[config.mk]
export PLATFORM = sky130hd
export DESIGN_NAME = tx_shift_ctrl
export DESIGN_NICKNAME = d
export VERILOG_FILES = /design/src/rtl/tx_shift_ctrl.sv
export SDC_FILE = /design/constraint.sdc
export NUM_CORES = 1
export LEC_CHECK = 0
export ABC_AREA = 0
export CAP_MARGIN = 25
export CORE_MARGIN = 3
export CORE_UTILIZATION = 51
export DETAILED_ROUTE_END_ITERATION = 7
export GPL_TIMING_DRIVEN = 1
export HOLD_SLACK_MARGIN = 0.12
export PLACE_DENSITY = 0.83
export SKIP_LAST_GASP = 1
export SLEW_MARGIN = 30
export SYNTH_ARGS = -nofsm -noshare
export SYNTH_HDL_FRONTEND = slang
export SYNTH_SLANG_ARGS = --single-unit
[constraint.sdc]
create_clock -name clk -period 4.4 [get_ports clk]
set_input_delay 0.88 -clock clk [delete_from_list [all_inputs] [get_ports clk]]
set_output_delay 0.88 -clock clk [all_outputs]
set_load 0.005 [all_outputs]
[src/rtl/tx_shift_ctrl.sv]
// tx_shift_ctrl: sequences the USB TX parallel-to-serial shift register,
// pulling packet bytes from an upstream valid/pop source and pacing one shift per bit period.
module tx_shift_ctrl #(
    parameter int DATA_BITS    = 8,
    parameter int CLKS_PER_BIT = 8,
    parameter int LEN_W        = 7
) (
    input  logic                 clk,
    input  logic                 n_rst,
    input  logic                 tx_start,
    input  logic [LEN_W-1:0]     tx_len,
    input  logic                 tx_abort,
    input  logic                 tx_byte_valid,
    input  logic [DATA_BITS-1:0] tx_byte,
    output logic                 tx_byte_pop,
    output logic                 pts_load,
    output logic                 pts_shift,
    output logic [DATA_BITS-1:0] pts_data,
    output logic                 tx_busy,
    output logic                 tx_done,
    output logic                 tx_underrun
);
    localparam int CW = CLKS_PER_BIT > 1 ? $clog2(CLKS_PER_BIT) : 1;
    localparam int BW = $clog2(DATA_BITS);
    typedef enum logic [2:0] {IDLE, FETCH, SHIFT, DONE, ERR} state_t;
    state_t           state, state_nx;
    logic [CW-1:0]    clk_cnt, clk_cnt_nx;
    logic [BW-1:0]    bit_cnt, bit_cnt_nx;
    logic [LEN_W-1:0] bytes_left, bytes_left_nx;
    logic             last_clk, last_bit;
    assign last_clk = clk_cnt == CW'(CLKS_PER_BIT - 1);
    assign last_bit = bit_cnt == BW'(DATA_BITS - 1);
    assign pts_data = tx_byte;
    assign pts_load = tx_byte_pop;
    assign tx_busy  = state != IDLE;
    always_ff @(posedge clk or negedge n_rst) begin
        if (!n_rst) begin
            state      <= IDLE;
            clk_cnt    <= '0;
            bit_cnt    <= '0;
            bytes_left <= '0;
        end else begin
            state      <= state_nx;
            clk_cnt    <= clk_cnt_nx;
            bit_cnt    <= bit_cnt_nx;
            bytes_left <= bytes_left_nx;
        end
    end
    always_comb begin
        state_nx      = state;
        clk_cnt_nx    = clk_cnt;
        bit_cnt_nx    = bit_cnt;
        bytes_left_nx = bytes_left;
        tx_byte_pop   = 1'b0;
        pts_shift     = 1'b0;
        tx_done       = 1'b0;
        tx_underrun   = 1'b0;
        case (state)
            IDLE: begin
                if (tx_start) begin
                    bytes_left_nx = tx_len;
                    state_nx      = tx_len != '0 ? FETCH : DONE;
                end
            end
            FETCH: begin
                if (tx_abort) begin
                    state_nx = IDLE;
                end else if (tx_byte_valid) begin
                    tx_byte_pop   = 1'b1;
                    bytes_left_nx = bytes_left - LEN_W'(1);
                    clk_cnt_nx    = '0;
                    bit_cnt_nx    = '0;
                    state_nx      = SHIFT;
                end
            end
            SHIFT: begin
                if (tx_abort) begin
                    state_nx = IDLE;
                end else begin
                    clk_cnt_nx = last_clk ? '0 : clk_cnt + CW'(1);
                    if (last_clk && !last_bit) begin
                        pts_shift  = 1'b1;
                        bit_cnt_nx = bit_cnt + BW'(1);
                    end else if (last_clk) begin
                        // Byte boundary: reload back-to-back, or stop holding the final bit
                        if (bytes_left == '0) begin
                            state_nx = DONE;
                        end else if (tx_byte_valid) begin
                            tx_byte_pop   = 1'b1;
                            bytes_left_nx = bytes_left - LEN_W'(1);
                            bit_cnt_nx    = '0;
                        end else begin
                            state_nx = ERR;
                        end
                    end
                end
            end
            DONE: begin
                tx_done  = !tx_abort;
                state_nx = IDLE;
            end
            ERR: begin
                tx_underrun = !tx_abort;
                state_nx    = IDLE;
            end
            default: state_nx = IDLE;
        endcase
    end
endmodule

Pin map:
(8 px per µm) Pins as bars across the die edge, other pins in gray.
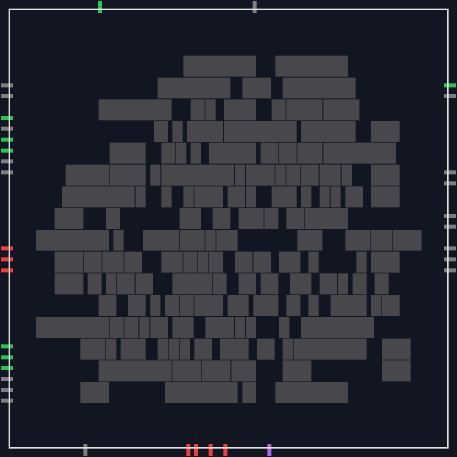
legend:
  `pts_data`:
    color: green
    pins: 8
    direction: output
    edge: 6 left, 1 right, 1 top
  `tx_busy`:
    color: purple
    pins: 1
    direction: output
    edge: bottom
  `tx_len`:
    color: red
    pins: 7
    direction: input
    edge: 4 bottom, 3 left
all pins by edge: 17 left, 9 right, 6 bottom, 2 top

Signal wires by layer:
(4 px per µm) Only two layers are drawn.
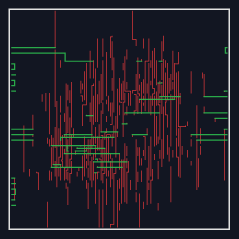
legend:
  met3:
    color: green
    wire_length: 214 µm
  met2:
    color: red
    wire_length: 1,320 µm

==> flow_metrics.tcl <==
# flow metrics
set metrics [dict create \
    netlist_area_mm2 0.001206 \
    r2r_end "bytes_left[3]" \
    clock_buffers 4 \
    wire_per_inst_um 16.08 \
    chip_area_mm2 0.002984 \
    grt_max_degree 17 \
    grtUsageMet3 0.03542 \
    clk_path_buf_depth 2 \
    area_share_nonclk_buffers 0.1275 \
    firstDrtPassIters 4 \
    crit_arrival_ns 2.55 \
    ys_sh_simple 0.2770 \
    vdd_drop_max_mv 0.4738 \
    ff_count 16 \
    drtAntennaViolNets 0 \
    crit_family "buffers and inverters" \
    top_layer "met4" \
    clockPowerShare 0.130 \
    grt.busiest_layer "met2" \
    synthCells 137 \
    yosys-stat-area_mm2 0.001206 \
    cts_buffers 3 \
    path_common_cell "clkdlybuf4s50_1" \
    skew_ns 0.001966 \
    layout_top_cells "17 x nor2_1, 17 x clkdlybuf4s50_1, 16 x dfrtp_1, 12 x nand2_1, 8 x o21ai_0" \
    synth-edff-count 0 \
    top_logic_kind "simple AND/OR/NAND/NOR gates" \
    cp-start-kind "input pin" \
    p_comb_frac 0.536 \
    max-slew-margin-rel 0.5035 \
    finalMaxSlewViolations 0 \
    fp_util 0.5738 \
    crit_chain "clkdlybuf4s50_1, nor4b_2, a41oi_1, nor2_1, clkdlybuf4s50_1" \
    pre_cts_slack_ns 0.9671 \
    setup_tns_ns 0 \
    run_status "finished, final reports clean" \
]
